### src/rtl/buffer_escrita_dados_pkg.sv
// Shared memory-path widths and the store-buffer entry type.
// Imported by buffer_escrita_dados and comparador_encaminhamento.
package pacote_memoria;

  localparam int LARGURA_DADO = 32;
  localparam int LARGURA_END  = 32;

  typedef struct packed {
    logic [LARGURA_END-1:0]  endereco;
    logic [LARGURA_DADO-1:0] dado;
  } entrada_buffer_t;

endpackage

### src/rtl/buffer_escrita_dados_comparador.sv
// Load-forwarding comparator: finds the youngest valid buffered store whose
// address matches the load address. Purely combinational.
module comparador_encaminhamento
  import pacote_memoria::*;
#(
  parameter int PROFUNDIDADE = 4,
  localparam int LARGURA_PTR = $clog2(PROFUNDIDADE)
) (
  input  entrada_buffer_t          entradas [PROFUNDIDADE],
  input  logic [PROFUNDIDADE-1:0]  validas,
  input  logic [LARGURA_PTR-1:0]   ptrMaisAntigo,
  input  logic [LARGURA_END-1:0]   leituraEndereco,
  output logic                     acerto,
  output logic [LARGURA_DADO-1:0]  dado
);

  // Walk from oldest to youngest so the last match found wins.
  always_comb begin
    logic [LARGURA_PTR-1:0] idx;
    acerto = 1'b0;
    dado   = '0;
    idx    = '0;
    for (int k = 0; k < PROFUNDIDADE; k++) begin
      idx = ptrMaisAntigo + LARGURA_PTR'(k);
      if (validas[idx] && (entradas[idx].endereco == leituraEndereco)) begin
        acerto = 1'b1;
        dado   = entradas[idx].dado;
      end
    end
  end

endmodule

### src/rtl/buffer_escrita_dados.sv
// Store buffer in front of the data memory write port, with load forwarding.
// Optional same-address store merging into the youngest entry: BUFFER_ESCRITA_COALESCE_EN.
module buffer_escrita_dados #(
  parameter int PROFUNDIDADE = 4,
  parameter int LARGURA_DADO = 32,
  parameter int LARGURA_END  = 32
) (
  input  logic                    clock,
  input  logic                    reset,
  input  logic                    escritaValida,
  input  logic [LARGURA_END-1:0]  escritaEndereco,
  input  logic [LARGURA_DADO-1:0] escritaDado,
  output logic                    escritaPronta,
  input  logic [LARGURA_END-1:0]  leituraEndereco,
  input  logic [LARGURA_DADO-1:0] dadoLeituraMem,
  output logic [LARGURA_END-1:0]  enderecoLeitura,
  output logic [LARGURA_DADO-1:0] leituraDado,
  input  logic                    pausaMem,
  output logic [LARGURA_END-1:0]  enderecoEscrita,
  output logic [LARGURA_DADO-1:0] dadoEscrita,
  output logic                    memDadosControle,
  output logic                    vazio
);

  import pacote_memoria::entrada_buffer_t;

  localparam int LARGURA_PTR  = $clog2(PROFUNDIDADE);
  localparam int LARGURA_CONT = LARGURA_PTR + 1;

  entrada_buffer_t          fila [PROFUNDIDADE];
  logic [LARGURA_PTR-1:0]   ptrLeit;
  logic [LARGURA_PTR-1:0]   ptrEscr;
  logic [LARGURA_CONT-1:0]  contador;
  logic                     cheio;
  logic                     push;
  logic                     pop;
  logic                     coalesce;
  logic                     aloca;
  logic [PROFUNDIDADE-1:0]  validas;
  logic                     acerto;
  logic [LARGURA_DADO-1:0]  dadoEncaminhado;

  assign vazio            = (contador == '0);
  assign cheio            = (contador == LARGURA_CONT'(PROFUNDIDADE));
  assign memDadosControle = !vazio && !pausaMem && !reset;
  assign pop              = memDadosControle;

`ifdef BUFFER_ESCRITA_COALESCE_EN
  logic [LARGURA_PTR-1:0] ptrJovem;
  logic                   coalescivel;

  // The youngest entry may absorb a same-address store unless it is leaving now.
  assign ptrJovem      = ptrEscr - LARGURA_PTR'(1);
  assign coalescivel   = !vazio && (fila[ptrJovem].endereco == escritaEndereco)
                         && !((contador == LARGURA_CONT'(1)) && pop);
  assign escritaPronta = !cheio || (escritaValida && coalescivel);
  assign coalesce      = push && coalescivel;
`else
  assign escritaPronta = !cheio;
  assign coalesce      = 1'b0;
`endif

  assign push  = escritaValida && escritaPronta;
  assign aloca = push && !coalesce;

  // An entry is live when its distance from the head is below the count.
  always_comb begin
    logic [LARGURA_PTR-1:0] desloc;
    validas = '0;
    desloc  = '0;
    for (int i = 0; i < PROFUNDIDADE; i++) begin
      desloc     = LARGURA_PTR'(i) - ptrLeit;
      validas[i] = ({1'b0, desloc} < contador);
    end
  end

  comparador_encaminhamento #(
    .PROFUNDIDADE(PROFUNDIDADE)
  ) comparador (
    .entradas       (fila),
    .validas        (validas),
    .ptrMaisAntigo  (ptrLeit),
    .leituraEndereco(leituraEndereco),
    .acerto         (acerto),
    .dado           (dadoEncaminhado)
  );

  assign enderecoLeitura = leituraEndereco;
  assign leituraDado     = acerto ? dadoEncaminhado : dadoLeituraMem;
  assign enderecoEscrita = vazio ? '0 : fila[ptrLeit].endereco;
  assign dadoEscrita     = vazio ? '0 : fila[ptrLeit].dado;

  always_ff @(posedge clock) begin
    if (reset) begin
      ptrLeit  <= '0;
      ptrEscr  <= '0;
      contador <= '0;
    end else begin
      if (aloca) ptrEscr <= ptrEscr + LARGURA_PTR'(1);
      if (pop)   ptrLeit <= ptrLeit + LARGURA_PTR'(1);
      case ({aloca, pop})
        2'b10:   contador <= contador + LARGURA_CONT'(1);
        2'b01:   contador <= contador - LARGURA_CONT'(1);
        default: contador <= contador;
      endcase
    end
  end

  // Entry storage has no reset; the pointers alone define what is live.
  always_ff @(posedge clock) begin
    if (!reset) begin
      if (aloca) begin
        fila[ptrEscr] <= '{endereco: escritaEndereco, dado: escritaDado};
`ifdef BUFFER_ESCRITA_COALESCE_EN
      end else if (coalesce) begin
        fila[ptrJovem].dado <= escritaDado;
`endif
      end
    end
  end

endmodule

### config.mk
export PLATFORM = sky130hd
export DESIGN_NAME = buffer_escrita_dados
export DESIGN_NICKNAME = d
export VERILOG_FILES = /design/src/rtl/buffer_escrita_dados_pkg.sv /design/src/rtl/buffer_escrita_dados_comparador.sv /design/src/rtl/buffer_escrita_dados.sv
export SDC_FILE = /design/constraint.sdc
export NUM_CORES = 1
export LEC_CHECK = 0
export CAP_MARGIN = 20
export CORE_MARGIN = 2
export CORE_UTILIZATION = 60
export DETAILED_ROUTE_END_ITERATION = 8
export PLACE_DENSITY = 0.87
export SYNTH_ARGS = -nofsm -noshare
export SYNTH_HDL_FRONTEND = slang
export SYNTH_SLANG_ARGS = --single-unit
### constraint.sdc
create_clock -name clock -period 5.9 [get_ports clock]
set_input_delay 0.59 -clock clock [delete_from_list [all_inputs] [get_ports clock]]
set_output_delay 0.59 -clock clock [all_outputs]
set_load 0.02 [all_outputs]
### Clock nets, run 1

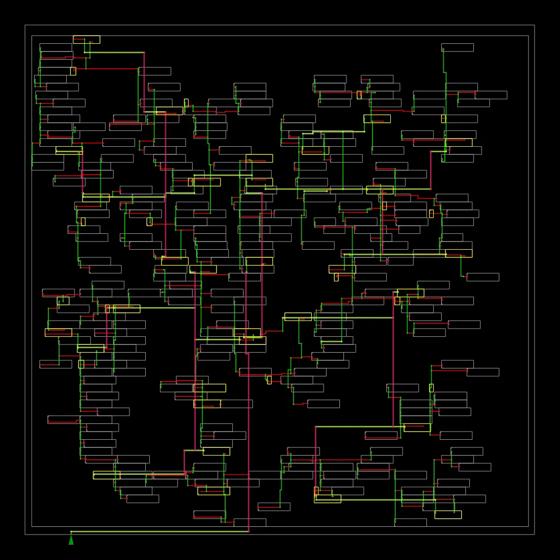
Flops: 263
Clock Latency Late Sink: 560 ps
# clock sinks: 263
Clock Skew: 11.8 ps

### M1 wires, run 1

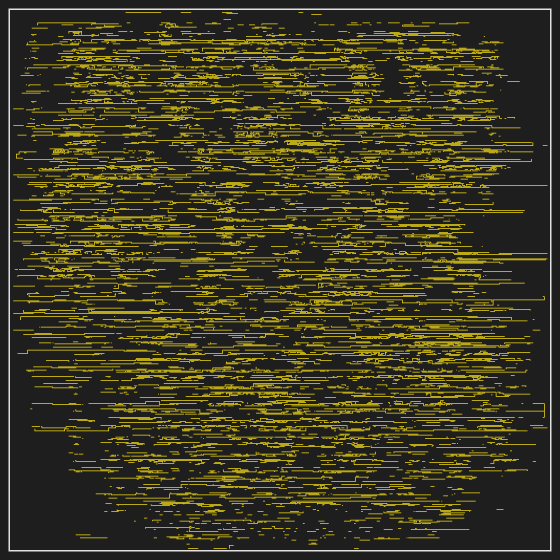
- longest straight run: 47.8 microns
- nets with wire on the layer: 1524
- wire length on this layer: 17600 microns

==> metrics.cfg, run 1 <==
[power_and_ir_drop]
p_total_uw = 6660
p_seq_frac = 0.333
pwr-share-comb = 0.414
power.group.top = combinational logic

[clock_tree]
postCtsSetupRepairBufs = 0
cts_root_buffer = clkbuf_16
cts_tree = built

[critical_path]
cp.depth = 11

[die]
row_count = 62

[timing]
post-route-period-util = 0.930
relSlewSlack = 0.263
worst_pin_slew_ps = 1110

[final_layout]
top_register = fila
postLayoutCellArea_sq_um = 21000

[detailed_routing]
met1_length_microns = 17600
drt_wl_total_microns = 46800
vias_per_cell = 6.59
wl_per_cell_microns = 24.0

[yosys]
ys_seq_frac = 0.446
ys_sh_mux = 0.246
postSynthAreaPerCell_sq_um = 12.9
ys_async_sr_fraction = 0
edf_count = 256

[status]
status = completed

[place]
portBuffers = 262
gp_routability_congestion = 0.902

[global_routing]
grtUsageMet1 = 0.390

### M3 wires, run 1

Scale bar: 50 microns.
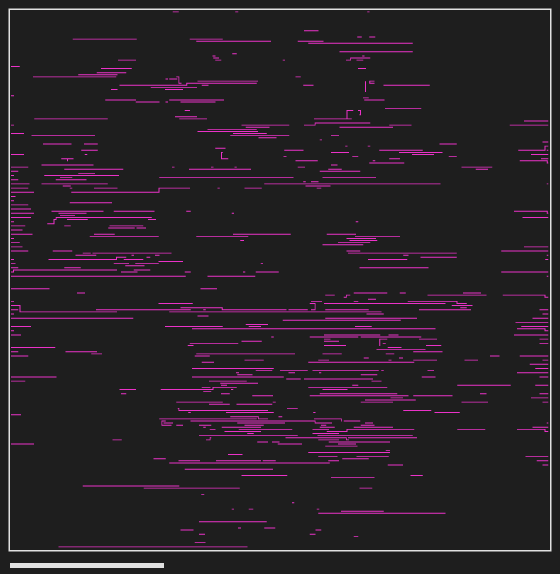
- wire length on this layer: 4210 microns
- nets with wire on the layer: 298
- main direction: horizontal
- longest straight run: 78.7 microns

### Signal metal coverage by tile, run 1

Scale bar: 50 microns. 35 x 35 tiles, from dark blue (low) to red (high), scaled to the fullest tile. Values are wire area over tile area, all layers added.
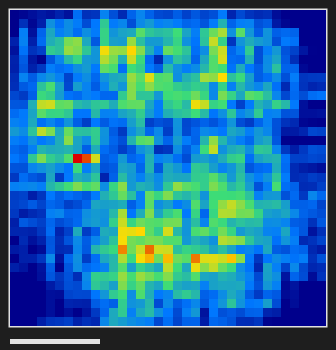
- fullest tile: 0.88
- tiles over half the peak: 14%
- densest ninth of the die: bottom center
- nearly empty tiles: 7.6%
- mean over tiles: 0.26

### Placed cells, one color a class, run 1

Fill, decap, tap and diode cells in gray.
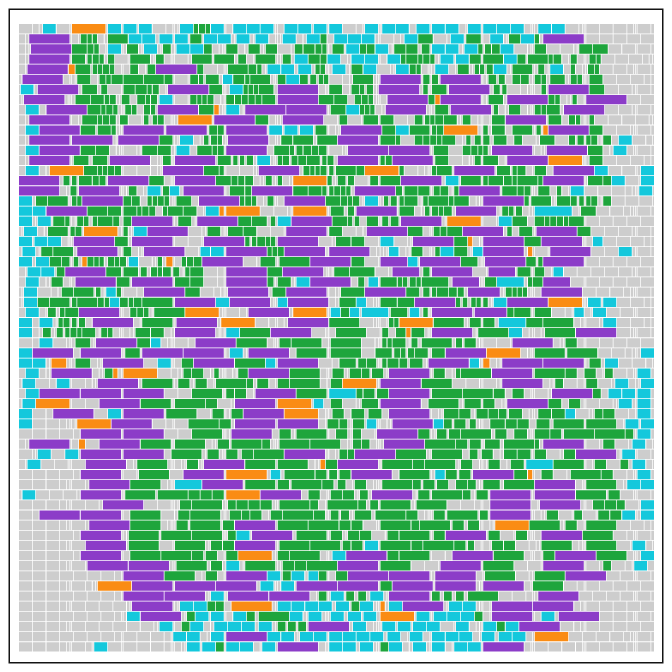

==> run 1 -> run 2 <==
--- a/config.mk
+++ b/config.mk
@@ -7,9 +7,9 @@
 export LEC_CHECK = 0
 export CAP_MARGIN = 20
 export CORE_MARGIN = 2
-export CORE_UTILIZATION = 60
+export CORE_UTILIZATION = 56
 export DETAILED_ROUTE_END_ITERATION = 8
-export PLACE_DENSITY = 0.87
+export PLACE_DENSITY = 0.82
 export SYNTH_ARGS = -nofsm -noshare
 export SYNTH_HDL_FRONTEND = slang
 export SYNTH_SLANG_ARGS = --single-unit
==> constraint.sdc (replaced) <==
create_clock -name clock -period 5.5 [get_ports clock]
set_input_delay 0.55 -clock clock [delete_from_list [all_inputs] [get_ports clock]]
set_output_delay 0.55 -clock clock [all_outputs]
set_load 0.02 [all_outputs]
### Placed cells, one color a class, run 2

Fill, decap, tap and diode cells in gray.
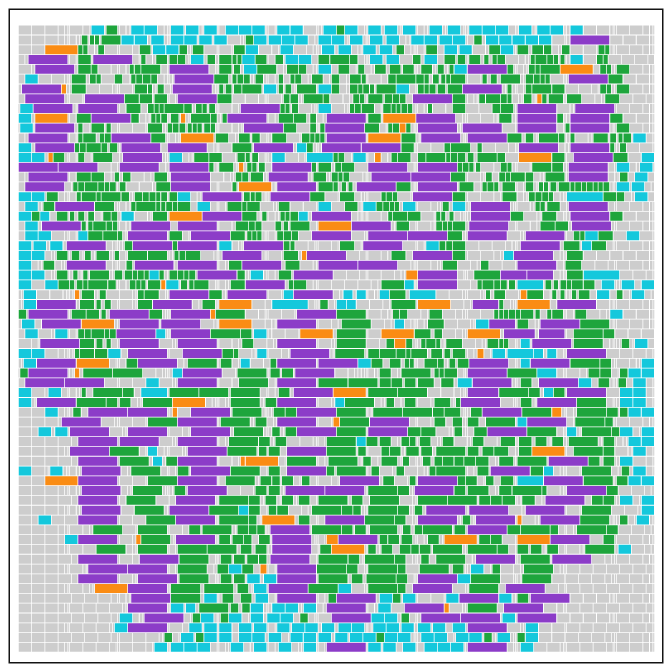
- other buffers and delay cells: cyan (cells 306)
- all other logic: green (cells 961)
- flip-flops: purple (cells 263)
- clock drivers and dummy loads: orange (cells 54)

==> run 2 against run 1 <==
Net effect:
- count of clock-buffer cells in the layout grew 2
- sequential power grew 6%
- global-route usage shrank 2.6 points
- via count decreased by 2.1%
- clock skew decreased by 4.4 ps
- design area grew 0.68%
- combinational power rose by 8.7%
- critical endpoint is now leituraDado[14]
- largest cell class unchanged
==> metrics.cfg, run 2 <==
[critical_path]
cp.depth = 11  ; unchanged
r2r_cells = 6
cp_slowest_cell = clkdlybuf4s50_1
crit_chain = buf_12 -> mux4_2 -> xnor2_1 -> nand4_1 -> nor4_4 -> nand4_2 -> nor3b_4 -> buf_12 -> a221oi_2 -> o2bb2ai_1 -> clkdlybuf4s50_1

[timing]
post-route-period-util = 0.955
worst_pin_slew_ps = 1100  ; -9.39 ps
relSlewSlack = 0.269  ; +0.00626
fin_skew_ps = 7.46  ; -4.38 ps

[final_layout]
top_register = fila
reg.largest.list = fila: 256 flops, contador: 3 flops
sh_comb_area = 0.418
clk_share = 0.0400
flops = 263  ; unchanged
postLayoutCellArea_sq_um = 21200  ; +0.68%

[place]
gp_routability_congestion = 0.911  ; +1.0%
place_inst = 1912
portBuffers = 262  ; unchanged

[yosys]
synth_adder_area_share = 0.00756
ys_sh_mux = 0.246  ; unchanged
postSynthAreaPerCell_sq_um = 12.9  ; unchanged
synth_flops = 263
ys_seq_frac = 0.446  ; unchanged
syn_nets = 1504
ys_async_sr_fraction = 0  ; unchanged
edf_count = 256  ; unchanged

[detailed_routing]
drt_wl_total_microns = 45100  ; -3.7%
met1_length_microns = 17500  ; -0.30%
top_layer = met4
met3_length_microns = 3930
vias_per_cell = 6.35  ; -3.6%
wl_per_cell_microns = 22.7  ; -5.1%

[status]
status = completed

[clock_tree]
cts_root_buffer = clkbuf_16
cts_tree = built
numClockSinks = 263  ; unchanged
clock_latency_ps = 550  ; about the same
cts-resized-gates = 0

[die]
coreArea_sq_um = 30700
row_count = 64  ; +3.2%
ios = 263
die_area_sq_um = 32800

[power_and_ir_drop]
p_total_uw = 7090  ; +6.6%
p_seq_frac = 0.332  ; about the same
pwr-share-comb = 0.422  ; +0.008
power.share.clock = 0.246
power.group.top = combinational logic

[global_routing]
grt_pass1_wl_microns = 69500
grtUsageMet1 = 0.353  ; -0.0375
grt_overflow = 0

### Signal metal coverage by tile, run 2

Scale bar: 50 microns. 36 x 36 tiles, from dark blue (low) to red (high), scaled to the fullest tile. Values are wire area over tile area, all layers added.
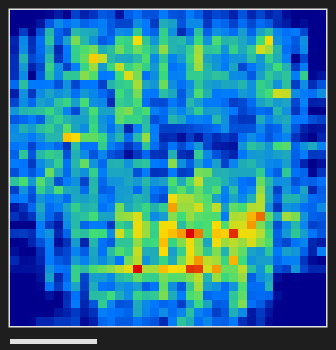
- densest ninth of the die: bottom center
- nearly empty tiles: 8.1%
- tiles over half the peak: 15%
- fullest tile: 0.75
- mean over tiles: 0.23
- emptiest ninth of the die: lower left

### M1 wires, run 2

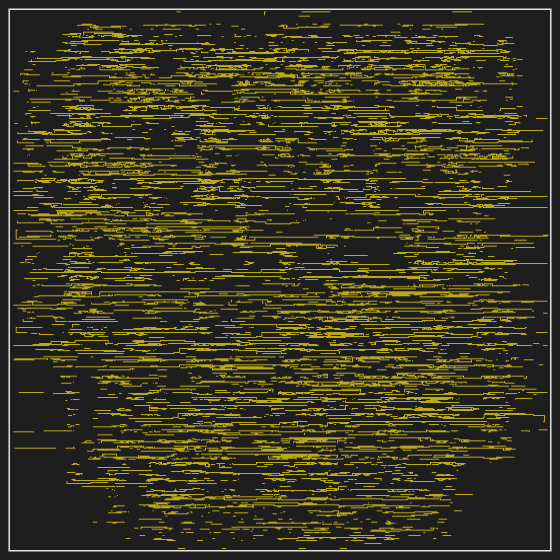

==> run 2 -> run 3 <==
--- a/config.mk
+++ b/config.mk
@@ -7,9 +7,11 @@
 export LEC_CHECK = 0
 export CAP_MARGIN = 20
 export CORE_MARGIN = 2
-export CORE_UTILIZATION = 56
+export CORE_UTILIZATION = 57
+export CTS_CLUSTER_SIZE = 30
 export DETAILED_ROUTE_END_ITERATION = 8
 export PLACE_DENSITY = 0.82
 export SYNTH_ARGS = -nofsm -noshare
 export SYNTH_HDL_FRONTEND = slang
+export SYNTH_HIERARCHICAL = 1
 export SYNTH_SLANG_ARGS = --single-unit
### M1 wires, run 3

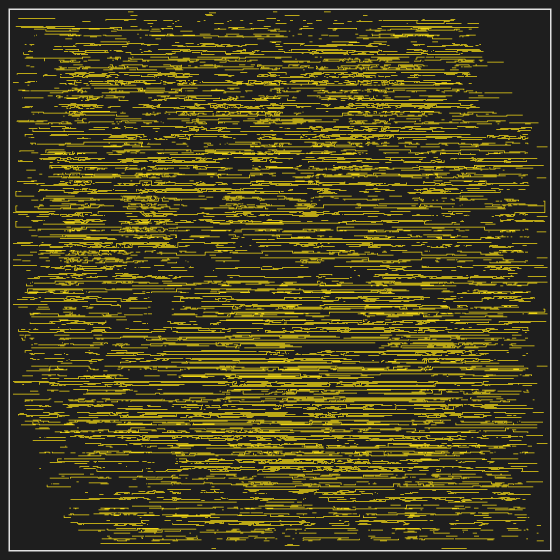
- nets with wire on the layer: 1775
- main direction: horizontal
- wire length on this layer: 26.1 mm
- longest straight run: 79.6 microns

### M3 wires, run 3

Scale bar: 50 microns.
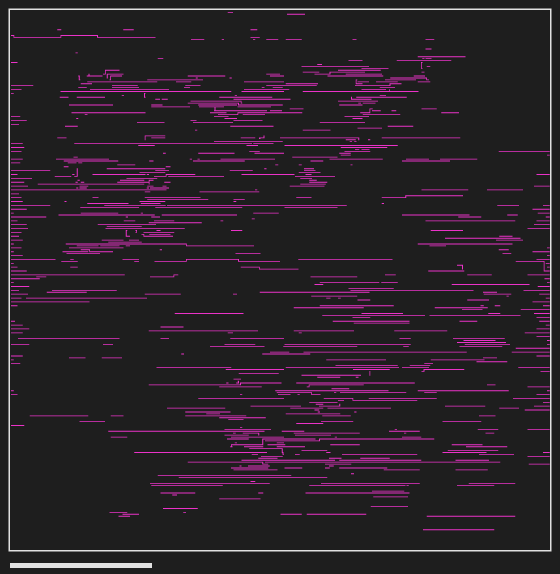
- share of all routed wire: 10%
- nets with wire on the layer: 396
- longest straight run: 82.6 microns
- main direction: horizontal
- wire length on this layer: 6620 microns

==> run 3 against run 2 <==
Net effect:
- the run now ends with negative setup slack left
- setup slack worse by 260 ps
- utilization up 1.3 points
- clock power up 14%
- clock skew about the same
- final cell count increased by 16%
- routed wire length grew 42%
- global-route usage increased by 7.8 points
- first-iteration DRC count increased by 69%
- register-to-register slack got worse by 320 ps
- power is 0.57% higher
- non-clock buffer count rose by 49
- critical path type unchanged
- critical endpoint is now leituraDado[2]
- highest routed layer unchanged
==> metrics.cfg, run 3 <==
[power_and_ir_drop]
p_total_uw = 7130  ; +0.57%
p_seq_frac = 0.330  ; -0.002

[die]
ios = 263  ; unchanged

[timing]
fin_ws_ps = -10.9
setup_viol = 1
worst_pin_slew_ps = 1120  ; +23.9 ps
relSlewSlack = 0.253  ; -0.0160

[yosys]
edf_count = 256  ; unchanged
ys_sh_mux = 0.274  ; +0.0278
synth_adder_area_share = 0.00671  ; -0.000846

[clock_tree]
cts_tree = built
clock_latency_ps = 580  ; +30 ps
cts-resized-gates = 27  ; +27

[status]
violations = negative setup slack
status = finished, violations left

[detailed_routing]
met1_length_microns = 26100  ; +49%
drt_wl_total_microns = 64200  ; +42%
wl_per_cell_microns = 28.0  ; +23%
met3_length_microns = 6620  ; +69%

[final_layout]
reg.largest.list = fila: 256 flops, contador: 3 flops
flops = 263  ; unchanged
sh_comb_area = 0.455  ; +0.0372

[critical_path]
cp_slowest_cell = clkdlybuf4s50_1

Power and IR drop assume default switching activity.
